<file path="config.mk">
export PLATFORM = sky130hd
export DESIGN_NAME = disp_s2p_rx
export DESIGN_NICKNAME = d
export VERILOG_FILES = /design/src/rtl/disp_s2p_rx.sv
export SDC_FILE = /design/constraint.sdc
export NUM_CORES = 1
export LEC_CHECK = 0
export ABC_AREA = 1
export CAP_MARGIN = 20
export CORE_UTILIZATION = 40
export CTS_CLUSTER_DIAMETER = 40
export CTS_CLUSTER_SIZE = 25
export DETAILED_ROUTE_END_ITERATION = 6
export SLEW_MARGIN = 0
export SYNTH_ARGS = -nofsm -noshare
export SYNTH_HDL_FRONTEND = slang
export SYNTH_SLANG_ARGS = --single-unit
</file>
<file path="constraint.sdc">
create_clock -name clk_100mhz -period 2.9 [get_ports clk_100mhz]
set_clock_uncertainty 0.15 [all_clocks]
set_input_delay 0.725 -clock clk_100mhz [delete_from_list [all_inputs] [get_ports clk_100mhz]]
set_output_delay 0.725 -clock clk_100mhz [all_outputs]
set_load 0.1 [all_outputs]
</file>
<file path="src/rtl/disp_s2p_rx.sv">
// disp_s2p_rx: oversampling receiver for the 4-wire display shift protocol
// (sclk, clrn, sout, pen). Bits are shifted in MSB-first on each sclk rise
// and a complete frame is latched on the rising edge of pen. Short or
// overrun frames produce a one-cycle error pulse instead of a data update.
module disp_s2p_rx #(
    parameter int DATA_BITS       = 64,
    parameter int DATA_COUNT_BITS = 6,
    parameter int FCNT_W          = 16
) (
    input  logic                       clk_100mhz,
    input  logic                       rst,
    input  logic                       sclk_in,
    input  logic                       sclrn_in,
    input  logic                       sout_in,
    input  logic                       pen_in,
    output logic [DATA_BITS-1:0]       data_out,
    output logic                       frame_valid,
    output logic                       frame_err,
    output logic [DATA_COUNT_BITS:0]   bit_cnt,
    output logic [FCNT_W-1:0]          frame_cnt,
    output logic                       busy
);

    localparam int CW = DATA_COUNT_BITS + 1;
    localparam logic [CW-1:0] FULL_CNT = CW'(DATA_BITS);
    localparam logic [CW-1:0] OVR_CNT  = CW'(DATA_BITS + 1);

    typedef enum logic [1:0] {
        ST_IDLE  = 2'd0,
        ST_SHIFT = 2'd1,
        ST_FULL  = 2'd2
    } state_t;

    // Bit counter increment that sticks at the overrun marker.
    function automatic logic [CW-1:0] sat_inc(input logic [CW-1:0] v);
        if (v >= OVR_CNT)
            return OVR_CNT;
        else
            return v + 1'b1;
    endfunction

    // Wire order in the sync vectors: [3]=pen, [2]=sout, [1]=sclrn, [0]=sclk.
    // _p0/_p1 form the 2-FF synchronizer, _p2 is the history stage.
    logic [3:0] in_p0, in_p1, in_p2;

    state_t                state, state_nxt;
    logic [DATA_BITS-1:0]  shreg;

    logic sclk_rise, pen_rise, clr_act, sout_s;
    logic pen_ev, frame_good;

    assign sclk_rise  = in_p1[0] & ~in_p2[0];
    assign clr_act    = ~in_p1[1];
    assign sout_s     = in_p1[2];
    assign pen_rise   = in_p1[3] & ~in_p2[3];
    // Clear overrides the frame end; no decision is taken while clearing.
    assign pen_ev     = pen_rise & ~clr_act;
    assign frame_good = (bit_cnt == FULL_CNT);

    // Synchronize the asynchronous serial wires and keep one cycle of history.
    always_ff @(posedge clk_100mhz) begin
        if (rst) begin
            in_p0 <= '0;
            in_p1 <= '0;
            in_p2 <= '0;
        end else begin
            in_p0 <= {pen_in, sout_in, sclrn_in, sclk_in};
            in_p1 <= in_p0;
            in_p2 <= in_p1;
        end
    end

    // State register.
    always_ff @(posedge clk_100mhz) begin
        if (rst)
            state <= ST_IDLE;
        else
            state <= state_nxt;
    end

    // Next state: clear, then pen, then sclk; a pen rise discards a coincident sclk bit.
    always_comb begin
        state_nxt = state;
        if (clr_act || pen_rise)
            state_nxt = ST_IDLE;
        else if (sclk_rise)
            state_nxt = (sat_inc(bit_cnt) == FULL_CNT) ? ST_FULL : ST_SHIFT;
    end

    // FSM outputs.
    always_comb begin
        busy = (state != ST_IDLE);
    end

    // Shift register and bit counter; both restart after every frame end or clear.
    always_ff @(posedge clk_100mhz) begin
        if (rst || clr_act || pen_rise) begin
            shreg   <= '0;
            bit_cnt <= '0;
        end else if (sclk_rise) begin
            shreg   <= {shreg[DATA_BITS-2:0], sout_s};
            bit_cnt <= sat_inc(bit_cnt);
        end
    end

    // Frame latch decision on the pen rise, using the count before this edge.
    always_ff @(posedge clk_100mhz) begin
        if (rst) begin
            data_out    <= '0;
            frame_cnt   <= '0;
            frame_valid <= 1'b0;
            frame_err   <= 1'b0;
        end else begin
            frame_valid <= pen_ev & frame_good;
            frame_err   <= pen_ev & ~frame_good;
            if (pen_ev && frame_good) begin
                data_out  <= shreg;
                frame_cnt <= frame_cnt + 1'b1;
            end
        end
    end

endmodule

</file>
run_1/drive_strength.png
Drawn at 3 px/um.
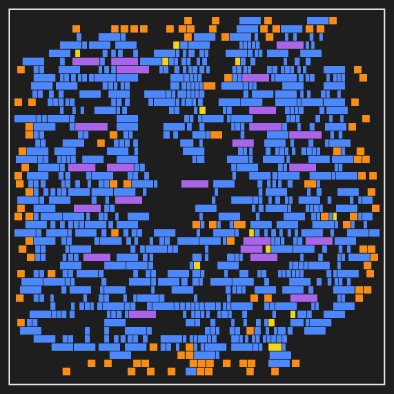
| size | color | cells | share |
|---|---|---|---|
| drive 2 | yellow | 12 | 1.4% |
| drive 3 to 4 | orange | 103 | 12% |
| drive 1 or less | blue | 694 | 83% |
| drive 6 and up | purple | 23 | 2.8% |

run_1/cell_classes.png
Drawn at 3 px/um.
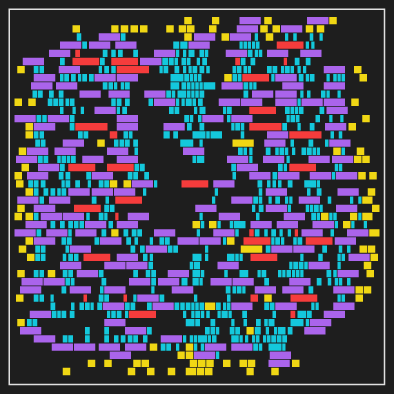
| class | color | cells | share of their area |
|---|---|---|---|
| all other logic | cyan | 531 | 34% |
| flip-flops | purple | 165 | 46% |
| other buffers and delay cells | yellow | 104 | 11% |
| clock drivers and dummy loads | red | 32 | 8.3% |
utilization after layout: 50.9%
flop share of the area: 44.5%
post-route design area: 7420 um^2
floorplan row count: 44

==> results.yml, run 1 <==
# synthesis and place-and-route metrics
job:
  max_cap_viol_count: 0
yosys:
  postSynthRegisterBits: 165
  netlist.top_cell.by_area: "sky130_fd_sc_hd__dfxtp_1"
  ys_seq_share_pct: 54.9
  synth_nets: 754
  synth.top_cell.area_share_pct: 54.9
  synth_cells: 744
  yosys-top-cells-area: "sky130_fd_sc_hd__dfxtp_1, sky130_fd_sc_hd__a21oi_1, sky130_fd_sc_hd__o21ai_0, sky130_fd_sc_hd__nand2_1, sky130_fd_sc_hd__nor2_1"
hold_path:
  hold-path-cell-count: 2
timing:
  fin_crit_sh_pct: 75.5
  final_tally_of_hold_violations: 0
  grt_setup_unrepaired: "false"
  final_sum_of_negative_setup_slack_ps: 0
  finalWorstPathRequiredPeriod_ps: 2190
  clock.fmax_ghz: 0.457
clock_network:
  tritoncts: "done"
  tritoncts_num_sinks: 165
  clk_pin_slew_ps: 60
  clock_insertion_delay_worst_skew_ps: 420
  cts_max_path_buffers: 2
floorplanning:
  floorplan.core_util_pct: 41.2
  floorplan.io_pins: 96
  core_area_um2: 14600
drt:
  m1WireLength_mm: 5.75
  routed_via_density: 4.90
power:
  power.switching_fraction_pct: 19.9
  p_clk_uw: 2290
  internal_power_uw: 3740
  comb_cell_power_uw: 91.8
status:
  status: "complete, no violations"
critical_path:
  r2r_end: "frame_cnt[5]"
  required_worst_endpoint_ps: 3060
  worst_ep_arrival_time_ps: 2350
cells_and_area:
  final_cell_mix: "sky130_fd_sc_hd__dfxtp_1, sky130_fd_sc_hd__a21oi_1, sky130_fd_sc_hd__buf_4, sky130_fd_sc_hd__nand2_1, sky130_fd_sc_hd__nor2_1"
  final_layout_top_logic_cell: "sky130_fd_sc_hd__dfxtp_1"
  num-fill-cells: 1385
  antenna_cells_inserted: 0
global_route:
  overflow: 0
  grtUsageMet2_pct: 26.5
place:
  numPortBuffers: 95
run_1/final_congestion.png
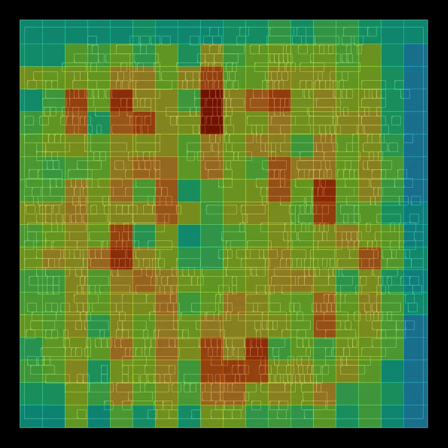
met1 Use GR: 20.4%
busiest layer in global routing: met2
met3 global-route usage: 4.90%
routed length per instance: 12.3 um

-- run 1: cells by family (layout without fill, tap and decap cells) --
| group | after synthesis | after routing | share of synthesized area, % |
|---|---|---|---|
| fa+ha+maj | 4 | 4 | 0.832 |
| flops | 165 | 165 | 54.9 |
| buf+inv | 125 | 213 | 8.93 |
| compound gates | 235 | 235 | 19.8 |
| simple gates | 208 | 208 | 14.5 |
| xor+xnor | 7 | 7 | 1.02 |
-- run 1: cell type report --
class	instances	share of cell area [%]
Sequential cell	165	44.5
Multi-Input combinational cell	454	29.4
Inverter	77	3.91
Timing Repair Buffer	104	11.0
Clock inverter	10	2.09
Tap cell	184	3.10
Clock buffer	22	5.99
==> inputs of run 2 (changes only) <==
Clock period 2.9 ns to 1.81 ns, I/O delays scaled along.
==> run 2 against run 1 <==
  * Utilization up 10 points
  * Combinational power up 87%
  * Largest power group unchanged
  * Highest routed layer unchanged
  * Worst hold slack better by 2.2 ps
  * Non-clock buffer count up 18
  * First-iteration DRC count up 87%
  * Count of clock-buffer cells in the layout down 2
  * Sequential cell count unchanged
  * Sequential share of layout area down 6.8 points
  * Clock power up 62%
  * Critical path depth down 8
  * Via count up 1.6%
==> results.yml, run 2 <==
# synthesis and place-and-route metrics
status:
  status: "complete, no violations"
critical_path:
  timing.rr.start: "bit_cnt[1]"
  r2r_end: "state[1]"
  reg2reg_slack_ps: 100
  worst_ep_arrival_time_ps: 1150
  required_worst_endpoint_ps: 1210
  reg2reg_depth: 8
  crit_start: "state[1]"
  critical_path.cell_chain: "or2_4 > buf_12"
clock_network:
  tritoncts: "done"
  clk_pin_slew_ps: 60
  cts_max_path_buffers: 2
  clock_insertion_delay_worst_skew_ps: 420
  post-cts-setup-buffer-count: 0
  cts_repair_resize_count: 1
  tritoncts_num_sinks: 165
power:
  internal_power_uw: 5980
  comb_cell_power_uw: 172
  largestPowerGroup: "clock"
  p_clk_uw: 3710
  power.switching_fraction_pct: 20.5
  net-switching-power_uw: 1540
  power_density_nw_per_um2: 846
drt:
  routed_via_density: 4.90
  route.detailed.drc: 0
  met2WireLength_mm: 6.63
  m1WireLength_mm: 6.02
  routedWlPerCell_um: 13.1
  routed_wirelength_mm: 13.5
  dr.first_iter.drc_count: 441
  drt.antenna.violating_nets: 0
  firstDrtPassIters: 5
yosys:
  yosys-top-cells-area: "sky130_fd_sc_hd__dfxtp_1, sky130_fd_sc_hd__a21oi_1, sky130_fd_sc_hd__o21ai_0, sky130_fd_sc_hd__nand2_1, sky130_fd_sc_hd__nor2_1"
  netlist_logic_family_top: "AND-OR/OR-AND gates"
  synth_nets: 754
  postSynthRegisterBits: 165
  ys_seq_share_pct: 54.9
  synth_cells: 744
  syn_area_um2: 6010
  synth.top_cell.area_share_pct: 54.9
  yosys-mux-area-fraction_pct: 0
  netlist.top_cell.by_area: "sky130_fd_sc_hd__dfxtp_1"
  netlist-cell-type-count: 31
  avgSynthCellArea_um2: 8.08
  post_synth_ao_oa_area_fraction_pct: 19.8
  synth.cellmix.simpleShare_pct: 14.5
  synthXorXnorAreaFrac_pct: 1.02
  synthArstFlopShare_pct: 0
  synth-adder-area-share_pct: 0.832
floorplanning:
  floorplan.core_util_pct: 41.2
  core.rowCount: 44
  core_area_um2: 14600
  die_height_um: 125
  floorplan.io_pins: 96
  floorplan.die.width_um: 125
timing:
  final_sum_of_negative_setup_slack_ps: 0
  relSlewSlack_pct: 77.0
  clock.fmax_ghz: 0.572
  final.hold.worst_slack_ps: 255
  worst_setup_slack_after_layout_ps: 62.4
  final_tally_of_hold_violations: 0
  grt_setup_unrepaired: "false"
  fin_crit_sh_pct: 96.6
  finalWorstPathRequiredPeriod_ps: 1750
cells_and_area:
  layout.core_utilization_pct: 60.9
  antenna_cells_inserted: 0
  drive_above_1_share_pct: 22.3
  final_cell_mix: "sky130_fd_sc_hd__dfxtp_1, sky130_fd_sc_hd__a21oi_1, sky130_fd_sc_hd__buf_12, sky130_fd_sc_hd__nand2_1, sky130_fd_sc_hd__nor2_1"
  final_layout_top_logic_cell: "sky130_fd_sc_hd__dfxtp_1"
  final_area_um2: 8890
global_route:
  overflow: 0
  grt_first_pass_wirelength_mm: 22.0
  grt_antenna_before_repair: 0
  grt_max_degree: 75
  global_route.usage.met1_pct: 21.9
  via_count_of_the_first_global_routing_pass: 4635
  groute.layer.met3.usage_pct: 4.55
  globalRoute.busiestLayer: "met2"
hold_path:
  hold_crit_path_type: "flop to flop"
  min_delay_worst_endpoint: "in_p1[2]"
  hold-path-cell-count: 2
place:
  numPortBuffers: 95
  dpl-instance-area_um2: 8190
  gp_routability_congestion: 0.806
job:
  max_cap_viol_count: 0
run 2: cells by family after synthesis:
group | after synthesis
xor gates and xnor gates | 7
DFF | 165
buffers and inverters | 125
and+or+nand+nor | 208
AOI/OAI and AO/OA | 235
adders and majority gates | 4
run 2: final cells by class:
type                       instances  area, um^2
tap                              184         230
inverter                          77         299
sequential                       165        3350
fill                            1197        5700
multi-input combinational        454        2230
clock inverter                    11         145
timing repair buffer             122        2170
clock buffer                      20         468
run 2: critical path, delay by kind of cell (launching register included):
family        cells  cell delay (ps)
flops             1              310
simple gates      1              250
buf+inv           1              160
run 2: worst max path at each step:
stage,depth (start not counted),slack (ps),endpoint
after CTS,2,40,busy
after global placement,7,-60,bit_cnt[0]
after detailed placement,7,-120,shreg[51]
after global routing,9,5,frame_cnt[9]
after floorplan,11,-70,data_out[30]
final,2,60,busy
run_2/zoom.png
Region (19, 81) to (44, 106) um. Cells in gray, sequential cells in the stronger gray; small squares are vias.
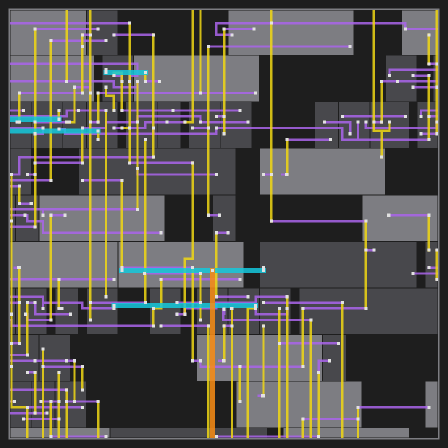
| layer | color |
|---|---|
| met4 | orange |
| met2 | yellow |
| met1 | purple |
| met3 | cyan |
netlist names of flops here include: shreg (7), data_out (2)
sequential cells in the window: 11
most frequent: a21oi_1 (11), inv_1 (10), dfxtp_1 (10)
cells with their middle in the window: 45

run_2/final_congestion.png
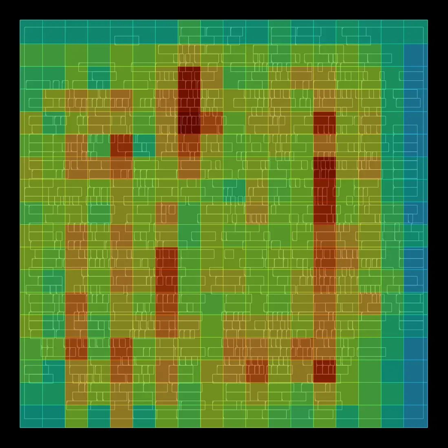
Total GRT Usage: 17.4%
GRT met2 Usage: 27.9%

run_2/drive_strength.png
Drawn at 3 px/um.
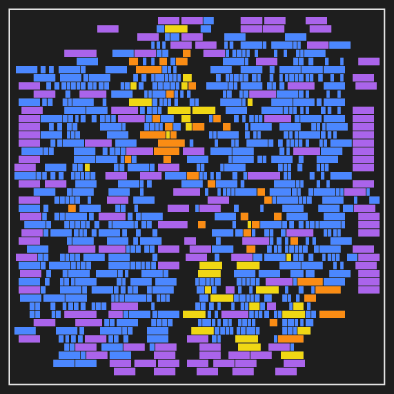
| size | color | cells | share |
|---|---|---|---|
| drive 6 and up | purple | 124 | 15% |
| drive 3 to 4 | orange | 36 | 4.2% |
| drive 1 or less | blue | 660 | 78% |
| drive 2 | yellow | 29 | 3.4% |

Power figures rest on the tool's default switching activity, not on a simulated workload.
